$ cat src/rtl/aes_job_arbiter.sv
// aes_job_arbiter: round-robin front end that shares one aes_controller
// between NUM_REQ requesters. It captures the winning job, strobes the
// engine, waits for completion and returns a per-requester done pulse.
// Optional feature macro: AES_ARB_KEY_CACHE_EN enables the resident-key
// cache that drives aes_skip_key_expansion. Undefined means full key
// expansion on every job.
module aes_job_arbiter #(
    parameter  int NUM_REQ       = 2,
    parameter  int CMD_WIDTH     = 32,
    parameter  int BLK_CNT_WIDTH = 12,
    localparam int ID_W          = $clog2(NUM_REQ)
) (
    input  logic                              clk,
    input  logic                              reset,
    input  logic [NUM_REQ-1:0]                req_valid,
    input  logic [NUM_REQ*CMD_WIDTH-1:0]      req_cmd,
    input  logic [NUM_REQ*BLK_CNT_WIDTH-1:0]  req_blk_cnt,
    input  logic [NUM_REQ-1:0]                req_new_key,
    output logic [NUM_REQ-1:0]                req_ack,
    output logic [NUM_REQ-1:0]                req_done,
    output logic                              aes_en,
    output logic [CMD_WIDTH-1:0]              aes_cmd,
    output logic [BLK_CNT_WIDTH-1:0]          aes_blk_cnt,
    output logic                              aes_skip_key_expansion,
    input  logic                              aes_done,
    output logic                              busy,
    output logic [ID_W-1:0]                   active_id
);

    typedef enum logic [1:0] {IDLE, START, RUN, DONE} state_t;

    localparam logic [NUM_REQ-1:0] ONE = {{(NUM_REQ-1){1'b0}}, 1'b1};

    state_t                   state;
    logic [ID_W-1:0]          rr_ptr;
    logic                     found;
    logic [ID_W-1:0]          win_id;
    logic [ID_W:0]            cand;
    logic [CMD_WIDTH-1:0]     win_cmd;
    logic [BLK_CNT_WIDTH-1:0] win_blk;
    logic                     skip_sel;

    // Round-robin search: walk offsets downward so the offset closest to
    // rr_ptr is the last match written and therefore wins.
    always_comb begin
        found  = 1'b0;
        win_id = '0;
        cand   = '0;
        for (int i = NUM_REQ - 1; i >= 0; i--) begin
            cand = {1'b0, rr_ptr} + (ID_W+1)'(i);
            if (cand >= (ID_W+1)'(NUM_REQ))
                cand = cand - (ID_W+1)'(NUM_REQ);
            if (req_valid[cand[ID_W-1:0]]) begin
                found  = 1'b1;
                win_id = cand[ID_W-1:0];
            end
        end
    end

    assign win_cmd = req_cmd[win_id*CMD_WIDTH +: CMD_WIDTH];
    assign win_blk = req_blk_cnt[win_id*BLK_CNT_WIDTH +: BLK_CNT_WIDTH];

`ifdef AES_ARB_KEY_CACHE_EN
    logic                 kc_valid;
    logic [ID_W-1:0]      kc_id;
    logic [CMD_WIDTH-1:0] kc_cmd;

    // A requester may skip expansion only if its own schedule, built for
    // the same command, is still resident and it has not loaded a new key.
    assign skip_sel = kc_valid && (kc_id == win_id) && (kc_cmd == win_cmd) &&
                      !req_new_key[win_id];

    // Record the resident context when a job that really ran retires.
    always_ff @(posedge clk or posedge reset) begin
        if (reset) begin
            kc_valid <= 1'b0;
            kc_id    <= '0;
            kc_cmd   <= '0;
        end else if (state == DONE && (|req_done) && aes_blk_cnt != '0) begin
            kc_valid <= 1'b1;
            kc_id    <= active_id;
            kc_cmd   <= aes_cmd;
        end
    end
`else
    logic unused_new_key;
    assign unused_new_key = ^req_new_key;
    assign skip_sel       = 1'b0;
`endif

    // Job sequencer: grant, start strobe, wait for engine, retire.
    // DONE lasts until req_done has been high for one cycle, which gives
    // zero-count jobs their extra cycle between ack and done.
    always_ff @(posedge clk or posedge reset) begin
        if (reset) begin
            state                  <= IDLE;
            rr_ptr                 <= '0;
            req_ack                <= '0;
            req_done               <= '0;
            aes_en                 <= 1'b0;
            aes_cmd                <= '0;
            aes_blk_cnt            <= '0;
            aes_skip_key_expansion <= 1'b0;
            busy                   <= 1'b0;
            active_id              <= '0;
        end else begin
            req_ack <= '0;
            aes_en  <= 1'b0;
            case (state)
                IDLE: begin
                    if (found) begin
                        req_ack                <= ONE << win_id;
                        active_id              <= win_id;
                        aes_cmd                <= win_cmd;
                        aes_blk_cnt            <= win_blk;
                        aes_skip_key_expansion <= skip_sel;
                        busy                   <= 1'b1;
                        state                  <= (win_blk == '0) ? DONE : START;
                    end
                end
                START: begin
                    aes_en <= 1'b1;
                    state  <= RUN;
                end
                RUN: begin
                    if (aes_done) begin
                        req_done <= ONE << active_id;
                        state    <= DONE;
                    end
                end
                DONE: begin
                    if (|req_done) begin
                        req_done <= '0;
                        rr_ptr   <= (active_id == ID_W'(NUM_REQ - 1)) ? '0
                                                                       : active_id + 1'b1;
                        busy     <= 1'b0;
                        state    <= IDLE;
                    end else begin
                        req_done <= ONE << active_id;
                    end
                end
                default: state <= IDLE;
            endcase
        end
    end

endmodule

$ cat config.mk
export PLATFORM = sky130hd
export DESIGN_NAME = aes_job_arbiter
export DESIGN_NICKNAME = d
export VERILOG_FILES = /design/src/rtl/aes_job_arbiter.sv
export SDC_FILE = /design/constraint.sdc
export NUM_CORES = 1
export LEC_CHECK = 0
export CAP_MARGIN = 25
export CORE_MARGIN = 3
export CORE_UTILIZATION = 41
export DETAILED_ROUTE_END_ITERATION = 6
export PLACE_DENSITY = 0.85
export REMOVE_ABC_BUFFERS = 1
export SYNTH_ARGS = -nofsm -noshare
export SYNTH_HDL_FRONTEND = slang
export SYNTH_SLANG_ARGS = --single-unit
$ cat constraint.sdc
create_clock -name clk -period 4.75 [get_ports clk]
set_input_delay 0.95 -clock clk [delete_from_list [all_inputs] [get_ports clk]]
set_output_delay 0.95 -clock clk [all_outputs]
set_load 0.05 [all_outputs]
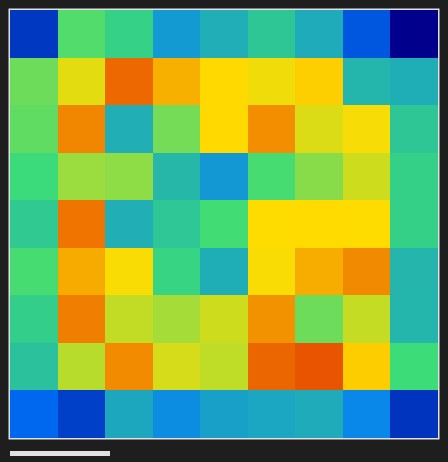
*Cell area per tile*
Scale bar: 20 um. 9 x 9 tiles, from dark blue (low) to red (high), 0 to 100% covered.
mean over tiles: 56%
fullest tile: 90%
tiles over 75% full: 24%
nearly empty tiles: 1.2%
emptiest ninth of the die: north-east

==> results.py <==
# Generated from Yosys and OpenROAD reports
metrics = {
    "global_route": {
        "overflow": 0,
        "top_usage_layer": "met2",
        "antenna_found_initial": 0,
    },
    "place": {
        "dp.cells": 458,
        "io_buffer_count": 143,
        "gp_congestion": 0.7830,
    },
    "clock_network": {
        "h-tree-depth": 2,
        "clock.latency.late_pin_ns": 0.29,
        "clock-root-buffer": "clkbuf_8",
        "clock-sinks": 54,
        "cts_buffers": 5,
    },
    "final_layout": {
        "antenna_cells": 0,
        "inv_count": 8,
        "sh_comb_area_pct": 27.17,
        "fin_area_sq_um": 4158,
        "fillCellCount": 486,
        "buffers": 147,
        "final_cell_count_no_fill": 466,
        "reg_top3": "aes_cmd: 32 flops, aes_blk_cnt: 12 flops",
    },
    "yosys": {
        "synth.logic.top_family": "multiplexers",
        "synth_cell_types": 28,
        "synth_top_area_share_pct": 52.30,
        "yosys_cells": 251,
        "synth_top_cell_by_area": "dfrtp_1",
        "ys.flops": 54,
        "flop_cell": "dfrtp_1",
        "fa_ha_area_share_pct": 2.421,
        "syn_area_sq_um": 2584,
        "async_flop_share_pct": 100.0,
    },
    "job": {
        "warning_count": 31,
    },
    "status": {
        "outcome": "finished clean",
    },
    "setup_path": {
        "crit_arrival_ns": 2.80,
        "r2r_setup_slack_ns": 3.02,
        "start_kind": "input port",
        "crit_path_max_fanout": 46,
    },
    "route": {
        "dr.pass1.iters": 4,
        "drtAntennaViolNets": 0,
        "drc": 0,
        "vias": 2269,
        "drt_wl_total_um": 6529,
        "drt-wirelength-per-cell_um": 14.01,
    },
    "pwr": {
        "p_leak_nw": 1.914,
        "swShare_pct": 50.15,
        "clock_net_power_uw": 258,
        "sequentialPowerShare_pct": 28.6,
    },
    "timing": {
        "tns_ns": 0,
        "setup_violations": 0,
        "period_used_pct": 55.58,
        "hold_viol": 0,
    },
    "floorplanning": {
        "die_area_sq_um": 7291,
        "pin_count": 147,
    },
    "worst_hold_path": {
        "hp-start": "aes_cmd[26]$_DFFE_PP0P_",
    },
}
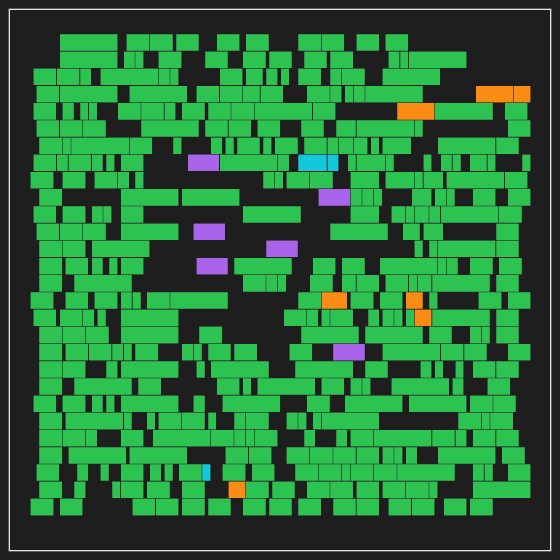
*Cell sizes after repair*
[x2] cyan | cells: 3
[x1 and smaller] green | cells: 375
[x3 and x4] orange | cells: 7
[x6 and larger] purple | cells: 6

==> critical path: stages <==
cell,delay [ns]
clkdlybuf4s50_1,0.58
inv_1,0.12
o21ai_4,0.12
buf_4,0.60
mux2i_1,0.28
o21ai_0,0.10
==> synthesized netlist by cell type, drive strengths merged, types with 2 or more instances <==
library cell / count
a21oi: 2
a22o: 2
buf: 7
clkbuf: 8
dfrtp: 54
ha: 5
inv: 8
mux2i: 44
nand2: 47
nor2: 6
nor3: 3
nor4: 2
o21ai: 50
o22ai: 2
or4: 3
==> routing by layer <==
| metal | share of wire (%) | wire, um |
|---|---|---|
| met5 | 0 | 0 |
| met4 | 0.83 | 54 |
| met2 | 52 | 3405 |
| met1 | 38 | 2491 |
| met3 | 8.8 | 577 |
No activity file was given, so power comes from the tool's default toggle rates.
